File: src/rtl/cpu_pkg.sv
// rtl/cpu_pkg.sv - shared datapath widths, load/store size encodings and stage control bundle
package cpu_pkg;

    localparam int CPU_DATA_W = 32;
    localparam int CPU_ADDR_W = 14;

    typedef enum logic [1:0] {
        LS_BYTE    = 2'b00,
        LS_HALF    = 2'b01,
        LS_WORD    = 2'b10,
        LS_ILLEGAL = 2'b11
    } ls_size_e;

    typedef struct packed {
        logic valid;
        logic reg_write;
        logic mem_read;
        logic mem_write;
        logic mem_to_reg;
    } ctrl_t;

    // Byte accesses can never be misaligned; illegal sizes are handled separately.
    function automatic logic is_misaligned(input ls_size_e size, input logic [1:0] lo);
        return ((size == LS_HALF) && lo[0]) || ((size == LS_WORD) && (lo != 2'b00));
    endfunction

endpackage

File: src/rtl/store_align.sv
// rtl/store_align.sv - combinational store-data lane replication and byte-strobe generation
module store_align
    import cpu_pkg::*;
#(
    parameter int DATA_W = CPU_DATA_W
) (
    input  ls_size_e          size,
    input  logic [1:0]        addr_lo,
    input  logic [DATA_W-1:0] rdata,
    output logic [DATA_W-1:0] wdata,
    output logic [3:0]        wstrb
);

    always_comb begin
        wdata = rdata;
        wstrb = 4'b0000;
        case (size)
            LS_BYTE: begin
                wdata = {(DATA_W / 8){rdata[7:0]}};
                wstrb = 4'b0001 << addr_lo;
            end
            LS_HALF: begin
                wdata = {(DATA_W / 16){rdata[15:0]}};
                wstrb = 4'b0011 << {addr_lo[1], 1'b0};
            end
            LS_WORD: begin
                wstrb = 4'b1111;
            end
            default: begin
                wstrb = 4'b0000;
            end
        endcase
    end

endmodule

File: src/rtl/ex_mem_stage.sv
// rtl/ex_mem_stage.sv - EX/MEM pipeline register with store alignment and bubble/stall control
// Optional misalignment trap compiled in with EX_MEM_MISALIGN_CHECK_EN.
module ex_mem_stage
    import cpu_pkg::*;
#(
    parameter int DATA_W = CPU_DATA_W,
    parameter int ADDR_W = CPU_ADDR_W
) (
    input  logic              clk,
    input  logic              rst_n,
    input  logic              stall_i,
    input  logic              flush_i,
    input  logic              valid_i,
    input  logic              RegWrite_i,
    input  logic              MemRead_i,
    input  logic              MemWrite_i,
    input  logic              MemtoReg_i,
    input  logic [2:0]        funct3_i,
    input  logic [DATA_W-1:0] alu_result_i,
    input  logic [DATA_W-1:0] rdata2_i,
    input  logic [4:0]        rd_i,
    input  logic [ADDR_W-1:0] addr_i,
    output logic              valid_o,
    output logic              RegWrite_o,
    output logic              MemRead_o,
    output logic              MemWrite_o,
    output logic              MemtoReg_o,
    output logic [2:0]        funct3_o,
    output logic [DATA_W-1:0] alu_result_o,
    output logic [4:0]        rd_o,
    output logic [ADDR_W-1:0] addr_o,
    output logic [DATA_W-1:0] wdata_o,
    output logic [3:0]        wstrb_o,
    output logic              misalign_o
);

    ls_size_e          size;
    logic [DATA_W-1:0] wdata_n;
    logic [3:0]        strb_n;
    logic              illegal;
    logic              misalign_n;
    logic              mem_ok;
    ctrl_t             ctrl_n;

    assign size    = ls_size_e'(funct3_i[1:0]);
    assign illegal = (size == LS_ILLEGAL);

    store_align #(
        .DATA_W (DATA_W)
    ) u_store_align (
        .size    (size),
        .addr_lo (alu_result_i[1:0]),
        .rdata   (rdata2_i),
        .wdata   (wdata_n),
        .wstrb   (strb_n)
    );

`ifdef EX_MEM_MISALIGN_CHECK_EN
    assign misalign_n = valid_i && (MemRead_i || MemWrite_i) && !illegal
                        && is_misaligned(size, alu_result_i[1:0]);
`else
    assign misalign_n = 1'b0;
`endif

    // A misaligned entry still travels down the pipe, but must not touch memory or the register file.
    assign mem_ok = !illegal && !misalign_n;

    always_comb begin
        ctrl_n            = '0;
        ctrl_n.valid      = valid_i;
        ctrl_n.reg_write  = RegWrite_i && (rd_i != 5'd0) && !misalign_n;
        ctrl_n.mem_read   = MemRead_i && mem_ok;
        ctrl_n.mem_write  = MemWrite_i && mem_ok;
        ctrl_n.mem_to_reg = MemtoReg_i;
    end

    always_ff @(posedge clk or posedge rst_n) begin
        if (rst_n) begin
            valid_o      <= 1'b0;
            RegWrite_o   <= 1'b0;
            MemRead_o    <= 1'b0;
            MemWrite_o   <= 1'b0;
            MemtoReg_o   <= 1'b0;
            funct3_o     <= '0;
            alu_result_o <= '0;
            rd_o         <= '0;
            addr_o       <= '0;
            wdata_o      <= '0;
            wstrb_o      <= '0;
            misalign_o   <= 1'b0;
        end else if (flush_i || (!stall_i && !valid_i)) begin
            // Bubble: kill controls only; data fields keep their last values.
            valid_o    <= 1'b0;
            RegWrite_o <= 1'b0;
            MemRead_o  <= 1'b0;
            MemWrite_o <= 1'b0;
            MemtoReg_o <= 1'b0;
            wstrb_o    <= '0;
            misalign_o <= 1'b0;
        end else if (!stall_i) begin
            valid_o      <= ctrl_n.valid;
            RegWrite_o   <= ctrl_n.reg_write;
            MemRead_o    <= ctrl_n.mem_read;
            MemWrite_o   <= ctrl_n.mem_write;
            MemtoReg_o   <= ctrl_n.mem_to_reg;
            funct3_o     <= funct3_i;
            alu_result_o <= alu_result_i;
            rd_o         <= rd_i;
            addr_o       <= addr_i;
            wdata_o      <= wdata_n;
            wstrb_o      <= ctrl_n.mem_write ? strb_n : 4'b0000;
            misalign_o   <= misalign_n;
        end
    end

endmodule

File: config.mk
export PLATFORM = sky130hd
export DESIGN_NAME = ex_mem_stage
export DESIGN_NICKNAME = d
export VERILOG_FILES = /design/src/rtl/cpu_pkg.sv /design/src/rtl/store_align.sv /design/src/rtl/ex_mem_stage.sv
export SDC_FILE = /design/constraint.sdc
export NUM_CORES = 1
export LEC_CHECK = 0
export CAP_MARGIN = 20
export CORE_MARGIN = 2
export CORE_UTILIZATION = 41
export DETAILED_ROUTE_END_ITERATION = 10
export PLACE_DENSITY = 0.78
export REMOVE_ABC_BUFFERS = 1
export SLEW_MARGIN = 0
export SYNTH_ARGS = -nofsm -noshare
export SYNTH_HDL_FRONTEND = slang
export SYNTH_SLANG_ARGS = --single-unit
File: constraint.sdc
create_clock -name clk -period 4.6 [get_ports clk]
set_input_delay 1.38 -clock clk [delete_from_list [all_inputs] [get_ports clk]]
set_output_delay 1.38 -clock clk [all_outputs]
set_load 0.02 [all_outputs]
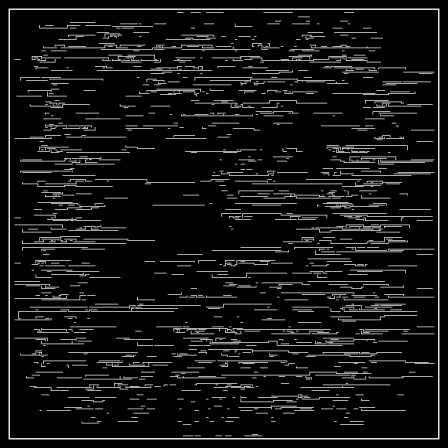
Fig. 1. Metal 1 (run 1).
nets with wire on the layer: 591
longest straight run: 27.6 um
wire length on this layer: 4540 um
main direction: horizontal
share of all routed wire: 43%
WL final: 10600 um
routed via count: 3435
met1 global-route usage: 25.0%

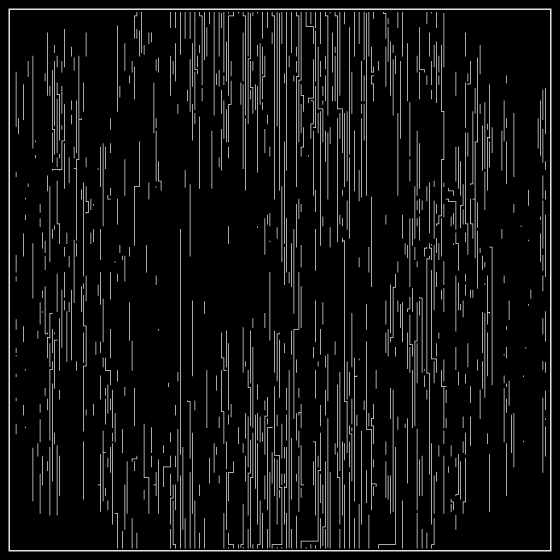
Fig. 2. The metal 2 layer (run 1).
share of all routed wire: 48%
wire length on this layer: 5110 um
nets with wire on the layer: 577
longest straight run: 42.8 um
GRT met2 Usage: 32.9%

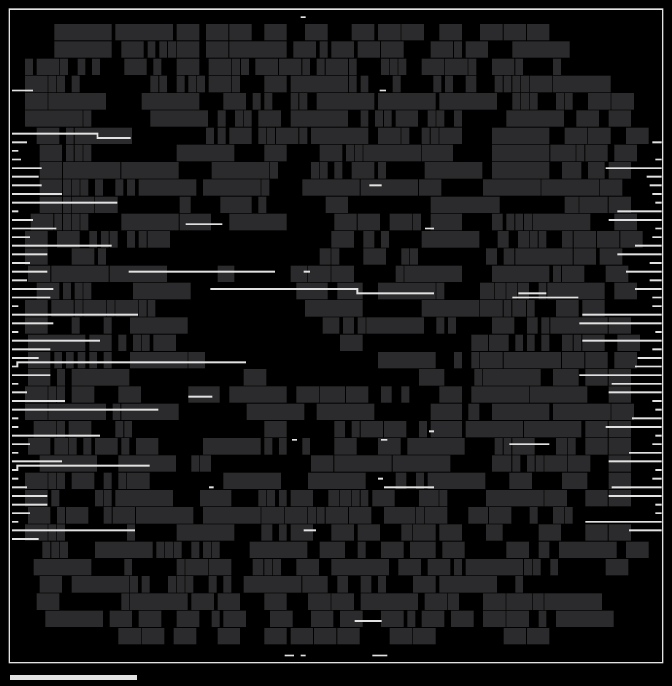
Fig. 3. Metal 3 (run 1).
Bar = 20 um. Cells faint in the background.
wire length on this layer: 640 um
longest straight run: 35.9 um
M3 GR Usage: 4.54%

==> results.txt, run 1 <==
yosys + openroad results -> status completed, final tally of setup violations 0, CTS Buffer Depth 2, I/O Buffers 189, Log Warnings 25, wl on met1 4540 um, Mean Syn Cell Area 9.57 um^2, Register Area 0.00238 mm^2, n_diodes 0, CLK BUF 10, maxcap violations 0, initial antenna violation count 0, H-tree depth 3, multi-input gates 296, Worst Path Max Fanout 65, hold buffer count at CTS 0, WS Path Type in -> reg, CP Data Arrival Time 3140 ps, tap cells 133, DR WL met2 5110 um, fin area 0.00611 mm^2, leakage 0.00289 uW, dpl cells 721, clk_lat worst skew 340 ps, hold path startpoint alu_result_o[22], wire length per cell 14.4 um, largest cell class by area registers, Top cell area share 59.4%, critical path endpoint category register, top cells by area dfrtp_1 59%, nand2_1 20%, mux2i_1 6.3%, buf_6 2.8%, o21ai_1 2.6%, Hold WS 475 ps, Final Hold Fails 0, Final Skew 0 ps, largest net degree at the start of global routing 66, Mapped Cells 418, kind of cell adding the most delay to the critical path buffers and inverters, CP bufs+invs 2, final cell count without fillers 735, area leader, netlist dfrtp_1, fmax 0.347 GHz, Vias/cell 4.67, die height 103 um, CTS sink count 95, Startpoint Class input port, CP Cell Sequence clkdlybuf4s50_1 > nor3b_2 > buf_4 > nand3_1 > o21ai_0, Ys Warns 0, CP max stage delay 560 ps, Overall Power 2270 uW, final setup margin 1720 ps, launch point of the critical path stall_i, FP Rows 36, drt first pass iters 4, DRT iter0 DRCs 93, layout cells sized above 1 6.15%, CTS tree built, Worst Path Required 4860 ps, Synth flops 95, critical path's slowest cell buf_4, Clock-cell share 3.03%, sequential cell area share 38.9%, Seq cells 95, area delta synth->final 52.7%, Hold Path Class reg -> reg, Clock Tree Root clkbuf_8, Final #Nets 694, final worst-path cycle share 62.6%, post-route ant nets 0, inverter count 2, final period demand of the worst path 2880 ps, yosys cell count 418, register area share after synthesis 59.4%, grt total ovfl 0, pre-CTS setup slack 1360 ps, vias in the first global route 3397, Rel. slew slack 44.8%, RSZ-0062 raised after global routing no, Power Dens Cells 371 mW/mm^2, Core Region 0.00964 mm^2, synthesis area per yosys 0.00400 mm^2, placer congestion estimate 0.783, CTS resizes 0, CTS Buf Count 9, Worst VDD drop 0.196 mV, I/O pin count 191, reg2reg start MemtoReg_o, FP Util 41.5%, post-CTS setup repair buffer count 0, busiest grt layer met2, clk slew on worst S/H paths 90 ps, drt drc 0, Mapped Area 0.00400 mm^2, Highest Signal Layer met4, metal3 WL 639 um, Fin Setup TNS 0 ps, global router's overall resource usage 19.8%, logic share of the area 23.5%, synth unique cells 25, Post-DP HPWL 7600 um, logic area 0.00144 mm^2, Slew @ Worst Pin 825 ps, Non-CTS buffers 195, first-pass GRT wire length 16300 um, Chip Area 0.0106 mm^2, Placement Cell Area 0.00593 mm^2, die width 103 um, Fillers 855, fin util 63.4%, Non-clock buffer share 31.7%, Final Max-Slew Violation Tally 0
-- run 1: Yosys cell counts, drive strengths merged --
library cell,count
dfrtp,95
a32o,2
nor2,3
nor3b,1
conb,1
a21oi,4
a22o,1
nand3,1
nand2b,1
or2,1
o21ai,29
clkbuf,3
inv,2
buf,22
nor2b,1
nor3,1
mux2i,25
nand2,216
mux2,8
or3b,1
-- run 1: report_power, final --
group          leakage [uW]  total [uW]  internal [uW]  switching, uW
sequential          0.00120        1030            960           71.5
clock             0.0000940         529            259            270
combinational       0.00160         705            351            354
total               0.00289        2270           1570            696
-- run 1: path summary, 6_finish.rpt --
kind,end,slack [ps],depth (start not counted)
max reg2reg,MemtoReg_o,3890,1
max in group asynchronous,alu_result_o[22],2390,3
min in group asynchronous,alu_result_o[15],1440,2
min reg2reg,alu_result_o[22],470,2
max,wstrb_o[0],1720,5
min,alu_result_o[22],470,2
-- run 1: layout by cell type (no fill, tap or decap), types with 2 or more instances in the layout --
cell type,count
clkbuf_8,10
clkinv_2,2
buf_4,6
o21ai_0,4
mux2_2,8
a21oi_1,4
clkdlybuf4s50_1,189
dfrtp_1,95
a32o_1,2
nand2_1,216
mux2i_1,25
nor2_1,2
o21ai_1,21
o21ai_2,4
-- run 1: logic make-up (layout without fill, tap and decap cells) --
family	after synthesis	after routing	share of synthesized area (%)
simple gates	226	226	21.9
flops	95	95	59.4
compound gates	36	36	5.22
mux	33	33	8.51
buf+inv	27	211	4.85
other cells	1	1	0.0937
-- run 1: registers in the layout, indices dropped and copies added (netlist names), 3 cells and up --
name,cells
wdata_o,32
alu_result_o,32
addr_o,14
wstrb_o,4
rd_o,5
funct3_o,3
Fig. 4: run 1, track usage over the die
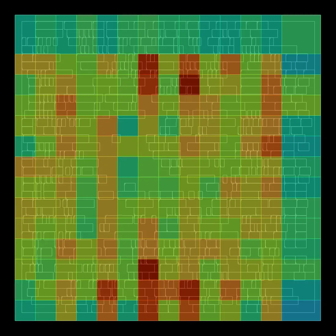

==> run 2, diff against run 1 <==
==> constraint.sdc (replaced) <==
create_clock -name clk -period 2.65 [get_ports clk]
set_input_delay 0.795 -clock clk [delete_from_list [all_inputs] [get_ports clk]]
set_output_delay 0.795 -clock clk [all_outputs]
set_load 0.02 [all_outputs]
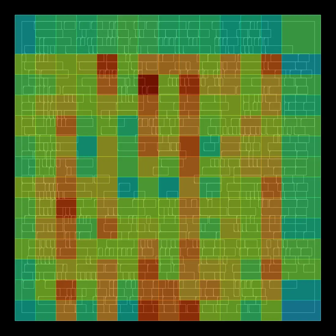
Fig. 5. Track usage over the die (run 2).
fin util: 64.3%
GRT met2 Usage: 33.2%
met1 global-route usage: 23.9%
busiest grt layer: met2

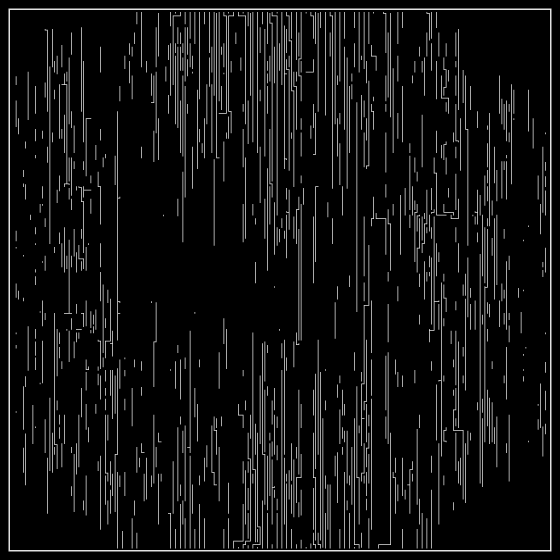
Fig. 6. The metal 2 layer (run 2).
share of all routed wire: 49%
main direction: vertical
routed via count: 3429
WL final: 10200 um

==> results.txt, run 2 <==
yosys + openroad results -> EDFF count, synth 0, critical path endpoint category primary output, layout cells sized above 1 7.07%, wire length per cell 13.8 um, drt first pass iters 4, synth unique cells 25, drt drc 0, most frequent cells after synthesis 216 x nand2_1, 95 x dfrtp_1, 25 x mux2i_1, fmax 0.470 GHz, area delta synth->final 54.9%, final worst-path cycle share 80.3%, post-CTS setup repair buffer count 0, CP bufs+invs 1, CP Data Arrival Time 1330 ps, Slew @ Worst Pin 527 ps, Power Dens Cells 632 mW/mm^2, Final Hold Fails 0, vias in the first global route 3295, Worst VDD drop 0.322 mV, wl on met1 4380 um, Worst Path Required 1860 ps, largest net degree at the start of global routing 49, most frequent cells in the layout 216 x nand2_1, 189 x clkdlybuf4s50_1, 95 x dfrtp_1, RR Endpoint RegWrite_o, CTS Buffer Depth 2, final period demand of the worst path 2130 ps, Hold Path Class reg -> reg, dominant register cell dfrtp_1, Commonest Layout Cell nand2_1, Top cell area share 59.4%, hold endpoint funct3_o[0], register area share after synthesis 59.4%, Post-synth ARST share 100%, status completed, CTS tree built, top cells by area dfrtp_1 59%, nand2_1 20%, mux2i_1 6.3%, buf_6 2.8%, o21ai_1 2.6%, area leader, netlist dfrtp_1, yosys cell count 418, reg-to-reg setup timing slack 1950 ps, I/O pin count 191, CTS Buf Count 9, critical path's slowest cell clkdlybuf4s50_1, Core Region 0.00964 mm^2, Fillers 825, CTS resizes 0, reg2reg start RegWrite_o, Clock Tree Root clkbuf_8, Largest regs alu_result_o: 32 flops, wdata_o: 32 flops, addr_o: 14 flops, placer congestion estimate 0.758, global router's overall resource usage 19.2%, clk slew on worst S/H paths 80 ps, maxcap violations 0, metal3 WL 680 um, Mapped Area 0.00400 mm^2, CTS sink count 95, Chip Area 0.0106 mm^2, CP max stage delay 640 ps, hold path startpoint funct3_o[0], worst r2r path cells 1, grt total ovfl 0, M3 GR Usage 4.41%, Rel. slew slack 64.8%, Final Max-Slew Violation Tally 0, I/O Buffers 189, RSZ-0062 raised after global routing no, hold buffer count at CTS 0, n_diodes 0
==> run 2: cell counts after synthesis <==
No cell type changed its count.
==> run 2: cells by family (layout without fill, tap and decap cells) <==
group / Yosys count / after routing / share of synthesized area, %
flip-flops: 95 / 95 / 59.4
AND/OR/NAND/NOR: 226 / 226 / 21.9
AND-OR/OR-AND: 36 / 36 / 5.22
other: 1 / 1 / 0.0937
buffers and inverters: 27 / 217 / 4.85
multiplexers: 33 / 33 / 8.51
==> run 2: worst max path at each step <==
stage	startpoint	cells after the start	end
after detailed placement	stall_i	5	wdata_o[9]
after global placement	stall_i	5	wdata_o[19]
after global routing	wdata_o[5]	1	wdata_o[5]
after floorplan	stall_i	3	wstrb_o[0]
final	wdata_o[13]	1	wdata_o[13]
after CTS	wdata_o[3]	1	wdata_o[3]
==> run 2: final cells by class <==
cell class	count	area, um^2	share of cell area (%)
clock buffers	12	165	2.66
clock inverters	4	28.8	0.464
inverters	2	10.0	0.161
multi-input cells	296	1440	23.1
flip-flops and latches	95	2380	38.3
well taps	133	166	2.68
repair buffers	199	2020	32.5
==> run 2: per-stage QoR <==
stage	hold WS, ps	power [uW]	instances	area [um^2]	setup slack [ps]
final	479	3920	741	6200	521
after global routing	500	4140	741	6200	451
after detailed placement	461	3060	725	6010	276
after global placement	457	3030	725	6010	290
after CTS	483	3970	741	6200	495
after floorplan	589	2340	393	3810	-2510
==> run 2: power by group <==
part | switching, uW | total, uW | internal, uW
combinational | 612 | 1230 | 620
clock | 476 | 895 | 419
sequential | 122 | 1790 | 1670
total | 1210 | 3920 | 2710
Fig. 7: run 2, sequential cells grouped by signal name
Bar = 20 um. Other sequential cells in the stronger gray, the rest of the logic in the fainter gray.
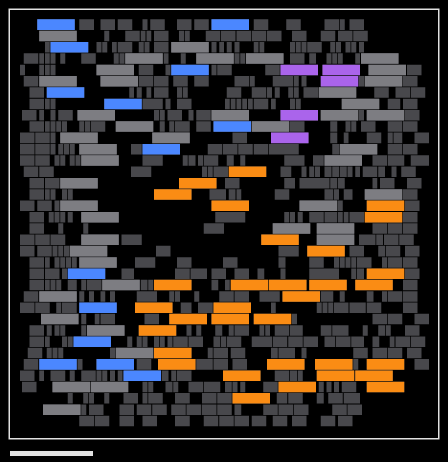

==> run 3, diff against run 2 <==
==> constraint.sdc (replaced) <==
create_clock -name clk -period 2.2 [get_ports clk]
set_input_delay 0.66 -clock clk [delete_from_list [all_inputs] [get_ports clk]]
set_output_delay 0.66 -clock clk [all_outputs]
set_load 0.02 [all_outputs]
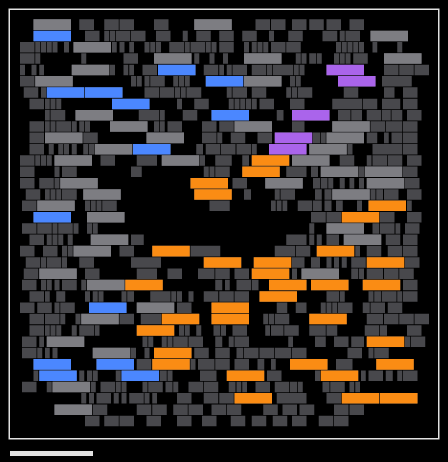
Fig. 8. Sequential cells grouped by signal name (run 3).
Bar = 20 um. Other sequential cells in the stronger gray, the rest of the logic in the fainter gray.
legend:
  addr_o:
    color: blue
    flops: 14
  wdata_o:
    color: orange
    flops: 32
  rd_o:
    color: purple
    flops: 5
sequential power: 2150 uW
sequential cell area share: 38.1%
Register Area: 0.00238 mm^2

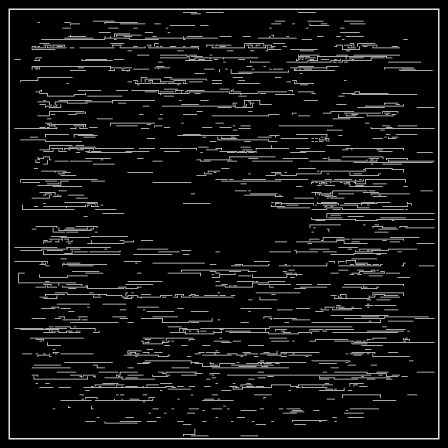
Fig. 9. Metal 1 (run 3).
longest straight run: 34.5 um
nets with wire on the layer: 601
main direction: horizontal
met1 global-route usage: 25.3%
WL final: 10400 um
routed via count: 3452

==> results.txt, run 3 <==
yosys + openroad results -> Final Max-Slew Violation Tally 0, CP bufs+invs 1, drt drc 0, Mapped Cells 418, I/O pin count 191, Largest regs alu_result_o: 32 flops, wdata_o: 32 flops, addr_o: 14 flops, RR Endpoint valid_o, DRT iter0 DRCs 106, clk_lat worst skew 340 ps, Synth top cell by count nand2_1, Power Dens Cells 753 mW/mm^2, Synth flops 95, largest net degree at the start of global routing 112, fin area 0.00624 mm^2, Placement Cell Area 0.00606 mm^2, die height 103 um, CP Data Arrival Time 1360 ps, final worst-path cycle share 91.8%, Startpoint Class register, Worst Path Max Fanout 2, Mapped Area 0.00400 mm^2, P_int 3210 uW, Net Sw Frac 31.8%, Final #Nets 702, Worst Path Required 1540 ps, vias in the first global route 3424, hold path startpoint alu_result_o[10], FP Util 41.5%, first-pass GRT wire length 16300 um, combinational power share 31.9%, RSZ-0062 raised after global routing no, global router's overall resource usage 19.7%, worst r2r path cells 2, final period demand of the worst path 2020 ps, Final Hold Fails 0, synth unique cells 25, drt first pass iters 5, Post-synth ARST share 100%, Vias/cell 4.63, register area share after synthesis 59.4%, Worst VDD drop 0.382 mV, Log Warnings 27, hold buffer count at CTS 0, synthesis area per yosys 0.00400 mm^2, CTS resizes 0, die width 103 um, placer congestion estimate 0.763, I/O Buffers 189, wire length per cell 14.0 um, dominant register cell dfrtp_1, critical path endpoint category primary output, reg2reg start valid_o, final setup margin 180 ps, fmax 0.495 GHz, maxcap violations 0, reg-to-reg setup timing slack 1470 ps, worst hold stages 2, WS Path Type reg -> out, FP Rows 36, Final Skew 0 ps, Post-DP HPWL 7620 um, final tally of setup violations 0, initial antenna violation count 0, CTS Buffer Depth 2, Commonest Layout Cell nand2_1, Hold WS 479 ps, n_diodes 0, CTS Buf Count 9, EDFF count, synth 0, H-tree depth 3, leakage 0.00295 uW, hold endpoint alu_result_o[10], Sw Pwr 1490 uW, Hold Path Class reg -> reg, Top cell area share 59.4%, yosys cell count 418, clk slew on worst S/H paths 100 ps, CTS sink count 95, kind of cell adding the most delay to the critical path buffers and inverters, grt total ovfl 0, post-route ant nets 0, Ys Warns 0, area delta synth->final 56.1%, top cells by area dfrtp_1 59%, nand2_1 20%, mux2i_1 6.3%, buf_6 2.8%, o21ai_1 2.6%, CP Cell Sequence clkdlybuf4s50_1, CP max stage delay 620 ps, most frequent cells after synthesis 216 x nand2_1, 95 x dfrtp_1, 25 x mux2i_1, layout cells sized above 1 7.68%, status completed, post-CTS setup repair buffer count 0, Reg power frac 45.8%, critical path's slowest cell clkdlybuf4s50_1, Chip Area 0.0106 mm^2, Mean Syn Cell Area 9.57 um^2, area leader, netlist dfrtp_1, Clock Tree Root clkbuf_8, Clk pwr share 22.3%, Core Region 0.00964 mm^2, CTS tree built, pre-CTS setup slack 26.0 ps, most frequent cells in the layout 216 x nand2_1, 189 x clkdlybuf4s50_1, 95 x dfrtp_1
## run 3: cell counts after synthesis
No cell type changed its count.
## run 3: through the flow
step	TNS (ps)	total power (uW)	utilization (%)	instances
floorplan	-246560	2820	-	393
global placement	0	3660	62.9	729
detailed placement	0	3700	62.9	729
CTS	0	4760	64.8	745
global route	0	4970	64.8	745
finish	0	4700	64.8	745
## run 3: metal layers
metal,vias up,track usage (%),share of wire [%]
met1,1634,25.3,42
met5,-,0,0
met4,0,6.38,1.2
li1,1690,-,-
met2,116,33.1,50
met3,12,4.47,7.3
## run 3: how the worst max path moves through the flow
stage / startpoint / end / slack (ps) / depth (start not counted)
2_1_floorplan: stall_i / wstrb_o[0] / -2820 / 3
3_3_place_gp: valid_i / wdata_o[19] / 60 / 5
3_5_place_dp: valid_i / wdata_o[22] / 30 / 5
4_1_cts: wdata_o[25] / wdata_o[25] / 160 / 1
5_1_grt: wdata_o[27] / wdata_o[27] / 130 / 1
6_report: funct3_o[2] / funct3_o[2] / 180 / 1
## run 3: cell type report
type	instances	area [um^2]
Clock buffer	10	138
Clock inverter	6	46.3
Fill cell	810	3390
Inverter	2	10.0
Multi-Input combinational cell	296	1440
Sequential cell	95	2380
Tap cell	133	166
Timing Repair Buffer	203	2070
## run 3: power by group through the flow
stage	Clock (uW)	Combinational [uW]	Sequential (uW)
6_report	1050	1500	2150
3_3_place_gp	0	1480	2170
2_1_floorplan	0	313	2510
5_1_grt	1160	1610	2190
3_5_place_dp	0	1510	2180
4_1_cts	1090	1520	2160
## run 3: logic make-up after synthesis
family	synth area share, %
AND/OR/NAND/NOR	21.9
buffers and inverters	4.85
multiplexers	8.51
other	0.0937
AND-OR/OR-AND	5.22
flip-flops	59.4
Power figures rest on the tool's default switching activity, not on a simulated workload.
